`src/rtl/led_blink_pkg.sv`:
```
// Shared types and constants for the multi-channel LED blinker.
// Mode encoding matches the 2-bit cfg_mode field of the config port.
package led_blink_pkg;

    typedef enum logic [1:0] {
        MODE_OFF   = 2'd0,
        MODE_ON    = 2'd1,
        MODE_BLINK = 2'd2,
        MODE_DIM   = 2'd3
    } mode_e;

    localparam int   PWM_W       = 8;
    localparam int   CHAN_W      = 4;
    localparam logic RESET_STATE = 1'b1;

endpackage

```
`src/rtl/led_blink_array_if.sv`:
```
// Valid/ready config write port used by a host FSM or command decoder
// to reprogram one LED channel per accepted write.
interface led_blink_array_if
    import led_blink_pkg::*;
#(
    parameter int PW = 16
) ();

    logic              cfg_valid;
    logic              cfg_ready;
    logic [CHAN_W-1:0] cfg_chan;
    logic [1:0]        cfg_mode;
    logic [PW-1:0]     cfg_half;
    logic              cfg_err;

    modport master (
        output cfg_valid,
        output cfg_chan,
        output cfg_mode,
        output cfg_half,
        input  cfg_ready,
        input  cfg_err
    );

    modport slave (
        input  cfg_valid,
        input  cfg_chan,
        input  cfg_mode,
        input  cfg_half,
        output cfg_ready,
        output cfg_err
    );

endinterface

```
`src/rtl/led_blink_chan.sv`:
```
// One LED channel: mode/half/phase/state registers plus the output flop.
// A write always restarts the channel lit with phase 0, even on a tick.
module led_blink_chan
    import led_blink_pkg::*;
#(
    parameter int PW           = 16,
    parameter int DEFAULT_HALF = 500,
    parameter bit ACTIVE_LOW   = 1'b1
) (
    input  logic             clk_i,
    input  logic             rst_i,
    input  logic             tick_i,
    input  logic [PWM_W-1:0] pwm_cnt_i,
    input  logic             we_i,
    input  mode_e            mode_i,
    input  logic [PW-1:0]    half_i,
    output logic             led_o
);

    mode_e         mode_q, mode_d;
    logic [PW-1:0] half_q, half_d;
    logic [PW-1:0] phase_q, phase_d;
    logic          state_q, state_d;
    logic          led_q, led_d;
    logic [PW-1:0] phase_last;

    // half=0 is treated as half=1, so the last phase is 0 in both cases.
    assign phase_last = (half_q == '0) ? '0 : half_q - PW'(1);

    // NOTE: every _d gets a default before the branches; a path that leaves
    // one unassigned would infer a latch.
    always_comb begin
        mode_d  = mode_q;
        half_d  = half_q;
        phase_d = phase_q;
        state_d = state_q;
        led_d   = state_q ^ ACTIVE_LOW;

        if (we_i) begin
            mode_d  = mode_i;
            half_d  = half_i;
            phase_d = '0;
            state_d = RESET_STATE;
        end else begin
            unique case (mode_q)
                MODE_OFF: begin
                    phase_d = '0;
                    state_d = 1'b0;
                end
                MODE_ON: begin
                    phase_d = '0;
                    state_d = 1'b1;
                end
                MODE_BLINK: begin
                    if (tick_i) begin
                        if (phase_q == phase_last) begin
                            phase_d = '0;
                            state_d = ~state_q;
                        end else begin
                            phase_d = phase_q + PW'(1);
                        end
                    end
                end
                MODE_DIM: begin
                    phase_d = '0;
                    state_d = (pwm_cnt_i < half_q[PWM_W-1:0]);
                end
            endcase
        end
    end

    // NOTE: sequential state uses non-blocking assignments so every flop
    // samples the pre-edge values regardless of statement order.
    always_ff @(posedge clk_i) begin
        if (rst_i) begin
            mode_q  <= MODE_BLINK;
            half_q  <= PW'(DEFAULT_HALF);
            phase_q <= '0;
            state_q <= RESET_STATE;
            led_q   <= RESET_STATE ^ ACTIVE_LOW;
        end else begin
            mode_q  <= mode_d;
            half_q  <= half_d;
            phase_q <= phase_d;
            state_q <= state_d;
            led_q   <= led_d;
        end
    end

    assign led_o = led_q;

endmodule

```
`src/rtl/led_blink_array.sv`:
```
// N_CH-channel LED driver with a shared tick prescaler and PWM counter.
// Owns the config handshake, channel address decode and error pulse.
module led_blink_array
    import led_blink_pkg::*;
#(
    parameter int N_CH         = 4,
    parameter int PRESCALE     = 36000,
    parameter int PW           = 16,
    parameter int DEFAULT_HALF = 500,
    parameter bit ACTIVE_LOW   = 1'b1
) (
    input  logic              CLK,
    input  logic              RST,
    led_blink_array_if.slave  cfg,
    output logic [N_CH-1:0]   LED
);

    localparam int              PS_W    = $clog2(PRESCALE);
    localparam logic [PS_W-1:0] PS_LAST = PS_W'(PRESCALE - 1);

    logic [PS_W-1:0]  presc_q, presc_d;
    logic             tick_q, tick_d;
    logic [PWM_W-1:0] pwm_q, pwm_d;
    logic             ready_q, ready_d;
    logic             err_q, err_d;
    logic             accept;
    logic             chan_ok;
    logic [N_CH-1:0]  we;

    assign accept  = cfg.cfg_valid && ready_q;
    assign chan_ok = ({1'b0, cfg.cfg_chan} < (CHAN_W + 1)'(N_CH));

    always_comb begin
        presc_d = (presc_q == PS_LAST) ? '0 : presc_q + PS_W'(1);
        tick_d  = (presc_q == PS_LAST);
        pwm_d   = pwm_q + PWM_W'(1);
        ready_d = 1'b1;
        err_d   = accept && !chan_ok;
    end

    always_ff @(posedge CLK) begin
        if (RST) begin
            presc_q <= '0;
            tick_q  <= 1'b0;
            pwm_q   <= '0;
            ready_q <= 1'b0;
            err_q   <= 1'b0;
        end else begin
            presc_q <= presc_d;
            tick_q  <= tick_d;
            pwm_q   <= pwm_d;
            ready_q <= ready_d;
            err_q   <= err_d;
        end
    end

    assign cfg.cfg_ready = ready_q;
    assign cfg.cfg_err   = err_q;

    // Out-of-range indices match no channel, so such writes touch nothing.
    for (genvar i = 0; i < N_CH; i++) begin : g_chan
        assign we[i] = accept && (cfg.cfg_chan == CHAN_W'(i));

        led_blink_chan #(
            .PW           (PW),
            .DEFAULT_HALF (DEFAULT_HALF),
            .ACTIVE_LOW   (ACTIVE_LOW)
        ) u_chan (
            .clk_i     (CLK),
            .rst_i     (RST),
            .tick_i    (tick_q),
            .pwm_cnt_i (pwm_q),
            .we_i      (we[i]),
            .mode_i    (mode_e'(cfg.cfg_mode)),
            .half_i    (cfg.cfg_half),
            .led_o     (LED[i])
        );
    end

endmodule
```
`src/flat_wrapper.sv`:
```
// flat-port wrapper written by rule: the top's interface ports become plain ports
module led_blink_array_flat import led_blink_pkg::*;
#(
    parameter int N_CH         = 4,
    parameter int PRESCALE     = 36000,
    parameter int PW           = 16,
    parameter int DEFAULT_HALF = 500,
    parameter bit ACTIVE_LOW   = 1'b1
)
  (CLK, RST, LED, cfg_cfg_valid, cfg_cfg_chan, cfg_cfg_mode, cfg_cfg_half, cfg_cfg_ready, cfg_cfg_err);
  led_blink_array_if #(.PW(PW)) cfg_i ();
  input  logic CLK;
  input  logic RST;
  output logic [N_CH-1:0] LED;
  input wire logic [$bits(cfg_i.cfg_valid)-1:0] cfg_cfg_valid;
  input wire logic [$bits(cfg_i.cfg_chan)-1:0] cfg_cfg_chan;
  input wire logic [$bits(cfg_i.cfg_mode)-1:0] cfg_cfg_mode;
  input wire logic [$bits(cfg_i.cfg_half)-1:0] cfg_cfg_half;
  output wire logic [$bits(cfg_i.cfg_ready)-1:0] cfg_cfg_ready;
  output wire logic [$bits(cfg_i.cfg_err)-1:0] cfg_cfg_err;
  assign cfg_i.cfg_valid = cfg_cfg_valid;
  assign cfg_i.cfg_chan = cfg_cfg_chan;
  assign cfg_i.cfg_mode = cfg_cfg_mode;
  assign cfg_i.cfg_half = cfg_cfg_half;
  assign cfg_cfg_ready = cfg_i.cfg_ready;
  assign cfg_cfg_err = cfg_i.cfg_err;
  led_blink_array #(.N_CH(N_CH), .PRESCALE(PRESCALE), .PW(PW), .DEFAULT_HALF(DEFAULT_HALF), .ACTIVE_LOW(ACTIVE_LOW)) u_core (.CLK(CLK), .RST(RST), .cfg(cfg_i), .LED(LED));
endmodule
```
`config.mk`:
```
export PLATFORM = sky130hd
export DESIGN_NAME = led_blink_array_flat
export DESIGN_NICKNAME = d
export VERILOG_FILES = /design/src/rtl/led_blink_pkg.sv /design/src/rtl/led_blink_array_if.sv /design/src/rtl/led_blink_chan.sv /design/src/rtl/led_blink_array.sv /design/src/flat_wrapper.sv
export SDC_FILE = /design/constraint.sdc
export NUM_CORES = 1
export LEC_CHECK = 0
export CAP_MARGIN = 25
export CORE_ASPECT_RATIO = 1.4
export CORE_UTILIZATION = 31
export DETAILED_ROUTE_END_ITERATION = 7
export GPL_TIMING_DRIVEN = 0
export PLACE_DENSITY = 0.49
export REMOVE_ABC_BUFFERS = 1
export SYNTH_ARGS = -nofsm -noshare
export SYNTH_HDL_FRONTEND = slang
export SYNTH_SLANG_ARGS = --single-unit
```
`constraint.sdc`:
```
create_clock -name CLK -period 3.9 [get_ports CLK]
set_input_delay 0.78 -clock CLK [delete_from_list [all_inputs] [get_ports CLK]]
set_output_delay 0.78 -clock CLK [all_outputs]
set_load 0.005 [all_outputs]
```
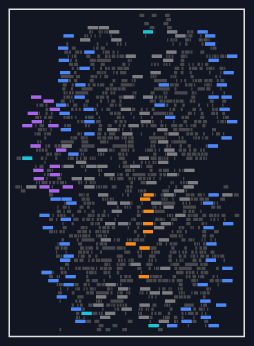
(images/flops_by_reg.png)
(1.5 px per um)
legend:
  cyan:
    signal: u_core.g_chan.u_chan.led_o
    flops: 4
  purple:
    signal: u_core.presc_q
    flops: 16
    where: middle left
  blue:
    signal: u_core.g_chan.u_chan.phase_q
    flops: 64
    where: spread over the die
  orange:
    signal: u_core.pwm_q
    flops: 8

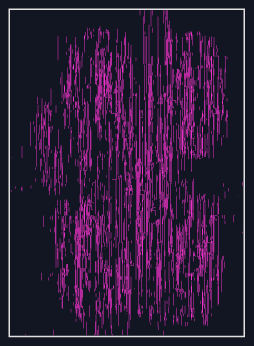
(images/layer_met2.png)
(1.5 px per um)
share of all routed wire: 50%
wire length on this layer: 14,400 um

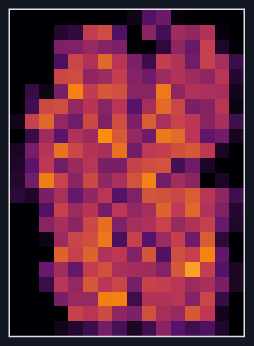
(images/cell_density.png)
(1.5 px per um) 16 x 22 tiles, from black (low) to pale yellow (high), 0 to 100% covered.
densest ninth of the die: centre
mean over tiles: 32%
fullest tile: 79%
tiles over 75% full: 0.60%

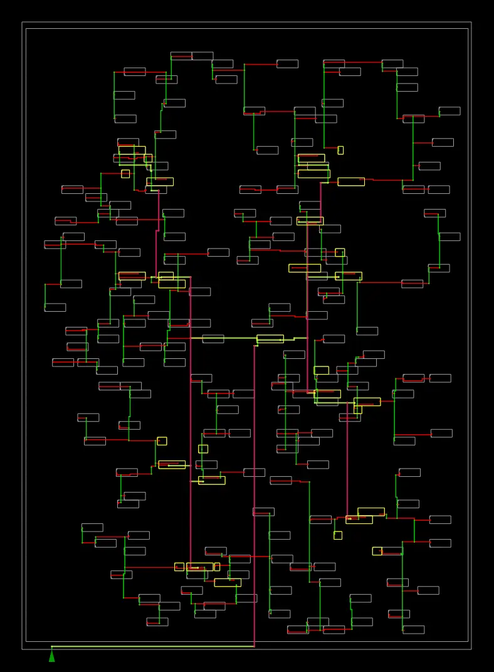
(images/clocks.png)
clk ins delay skew pair: 0.45 ns
clock skew: 0.00924 ns
clock buffers: 19
number of buffers created by CTS: 17

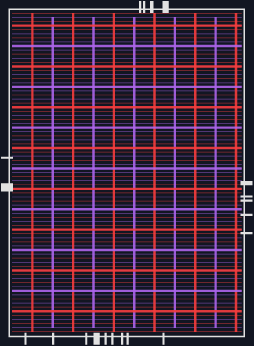
(images/power_grid.png)
(1.5 px per um) Pins as bars on the die edge.
legend:
  purple:
    net: VDD
  red:
    net: VSS
rows: 78
met4 straps: 11

==> flow_metrics.env <==
# source this file to load flow results
export IMPL_status="finished, final reports clean"
export IMPL_top_area_cell="dfxtp_1"
export IMPL_place_area_um2=10900
export IMPL_startpoint_type="register"
export IMPL_crit_start="u_core.g_chan[2].u_chan.half_q[0]$_SDFFE_PP0P_"
export IMPL_num_rows=78
export IMPL_cp_slowest_cell="nor4_4"
export IMPL_vias_per_cell=5.10
export IMPL_fmax_mhz=276
export IMPL_grt_use_total=0.177
export IMPL_cts_root_buf="clkbuf_16"
export IMPL_min_delay_start="u_core.g_chan[3].u_chan.state_q$_SDFFE_PP1P_"
export IMPL_topCellsByArea="dfxtp_1 (33%), nand2_1 (7.3%), xor2_1 (6.7%), xnor2_1 (5.2%), nor2_1 (4.8%)"
export IMPL_fin_cells=1751
export IMPL_slowest_delay_ns=0.75
export IMPL_drive_above_1_share=0.0542
export IMPL_path_delay_family="simple AND/OR/NAND/NOR gates"
export IMPL_path_cells="inv_1 > ha_1 > or3b_4 > nand2b_1 > or4_1 > mux2i_1 > xor2_1 > nand4_2 > nor4_4 > xnor2_1 > o21ai_1"
export IMPL_slew_limit_headroom=0.347
export IMPL_design_seq_count=171
export IMPL_comb_share=0.557
export IMPL_reg_largest_list="u_core.g_chan.u_chan.half_q x64, u_core.g_chan.u_chan.phase_q x64, u_core.presc_q x16"
export IMPL_area_delta_synth_final_pct=12.1
export IMPL_ys_area_um2=10200
export IMPL_die_y_um=217
export IMPL_cts_resized_gates=0
export IMPL_drc=0
export IMPL_avgSynthCellArea_um2=7.82
export IMPL_finalCritPeriodShare=0.928
export IMPL_tap_cells=440
export IMPL_warning_count=25
export IMPL_hold_violations=0
export IMPL_drv_slew=0
export IMPL_total_power_uw=3720
export IMPL_cp_endpoint="u_core.g_chan[2].u_chan.state_q$_SDFFE_PP1P_"
export IMPL_postCtsHoldBufs=0
export IMPL_inverters=44
export IMPL_drt_wl_total_um=28700
export IMPL_rr_worst_depth=11
export IMPL_fp_util=0.315
export IMPL_placedCellCount=1717
export IMPL_nMultiInputCombCells=1029
export IMPL_cts_tree="yes"
export IMPL_syn_instance_count=1311
export IMPL_rsz0062_at_grt="no"
export IMPL_antenna_found_initial=2
export IMPL_largestClassByArea="multi-input combinational cells"
export IMPL_htree_levels=4
export IMPL_grt_start_max_net_pins=48
export IMPL_core_um2=32500
export IMPL_ys_types=78
export IMPL_portBuffers=30
export IMPL_yosysSeqAreaShare=0.334
export IMPL_flop_area_um2=3420
export IMPL_synth_top_area_share=0.334
export IMPL_dieArea_um2=33800
export IMPL_hold_depth=1
export IMPL_reg2reg_to="u_core.g_chan[2].u_chan.state_q$_SDFFE_PP1P_"
export IMPL_final_antenna_net_count=0
export IMPL_clk_share=0.0520
export IMPL_edf_count=0
export IMPL_clk_path_buf_depth=2
export IMPL_cp_max_fo=15
export IMPL_overflow=0
export IMPL_num_nets_final=1359
export IMPL_tightestPinTransition_ns=0.978
export IMPL_vias=8925
export IMPL_n_antenna_cell=2
export IMPL_setup_viol=0
export IMPL_final_core_util=0.353
export IMPL_syn_area_um2=10200
export IMPL_first_iter_violations=487
export IMPL_grt_pass1_vias=8689
export IMPL_cp_end_kind="register"
export IMPL_vdd_drop_max_v=0.000205
export IMPL_rrSetupSlack_ns=0.28
export IMPL_synthArstFlopShare=0
export IMPL_combGateArea_um2=6400
## cells in the mapped netlist (all sizes together) (9+ instances only)
cell type,n
a211oi,13
mux2i,9
ha,38
dfxtp,171
or3,17
nand4,35
nor4,21
xnor2,61
xor2,78
nand2b,20
or4,13
o21ai,31
a21oi,84
inv,43
nor2b,11
nor3,46
buf,17
and3,21
clkbuf,50
o211ai,28
nand3,65
nand2,198
nor2,130
## cells by family after synthesis
group / synth area share
AOI/OAI and AO/OA: 0.142
xor gates and xnor gates: 0.121
adders and majority gates: 0.0464
buffers and inverters: 0.0447
DFF: 0.334
muxes: 0.00989
and+or+nand+nor: 0.302
## cells in the final DEF (no fill, tap or decap), drive strengths merged, types with 35 or more instances in the layout
| master | Yosys | layout |
|---|---|---|
| ha | 38 | 38 |
| a21oi | 84 | 84 |
| xnor2 | 61 | 61 |
| dfxtp | 171 | 171 |
| nor3 | 46 | 46 |
| inv | 43 | 44 |
| nor2 | 130 | 130 |
| nand2 | 198 | 198 |
| nand4 | 35 | 35 |
| xor2 | 78 | 78 |
| nand3 | 65 | 65 |
## stage by stage
stage | TNS [ns] | setup WS [ns]
2_1_floorplan | 0 | 0.495
5_1_grt | 0 | 0.0366
3_3_place_gp | -110.74 | -2.66
6_report | 0 | 0.282
3_5_place_dp | 0 | 0.181
4_1_cts | 0 | 0.195
## where the power goes
group / internal (uW) / switching, uW
sequential: 1760 / 23.4
combinational: 70.1 / 110
clock: 980 / 778
total: 2810 / 911
## routing by layer
metal  wire [um]  global-route usage  share of wire  up-vias
met4        1000              0.0941          0.035        0
met2       14400               0.314           0.50       99
met1       12600               0.205           0.44     4215
met3         691              0.0237          0.024       43
li1            -                   -              -     4568
met5           0                   0              0        -
Power is estimated from default activity; no workload was simulated.
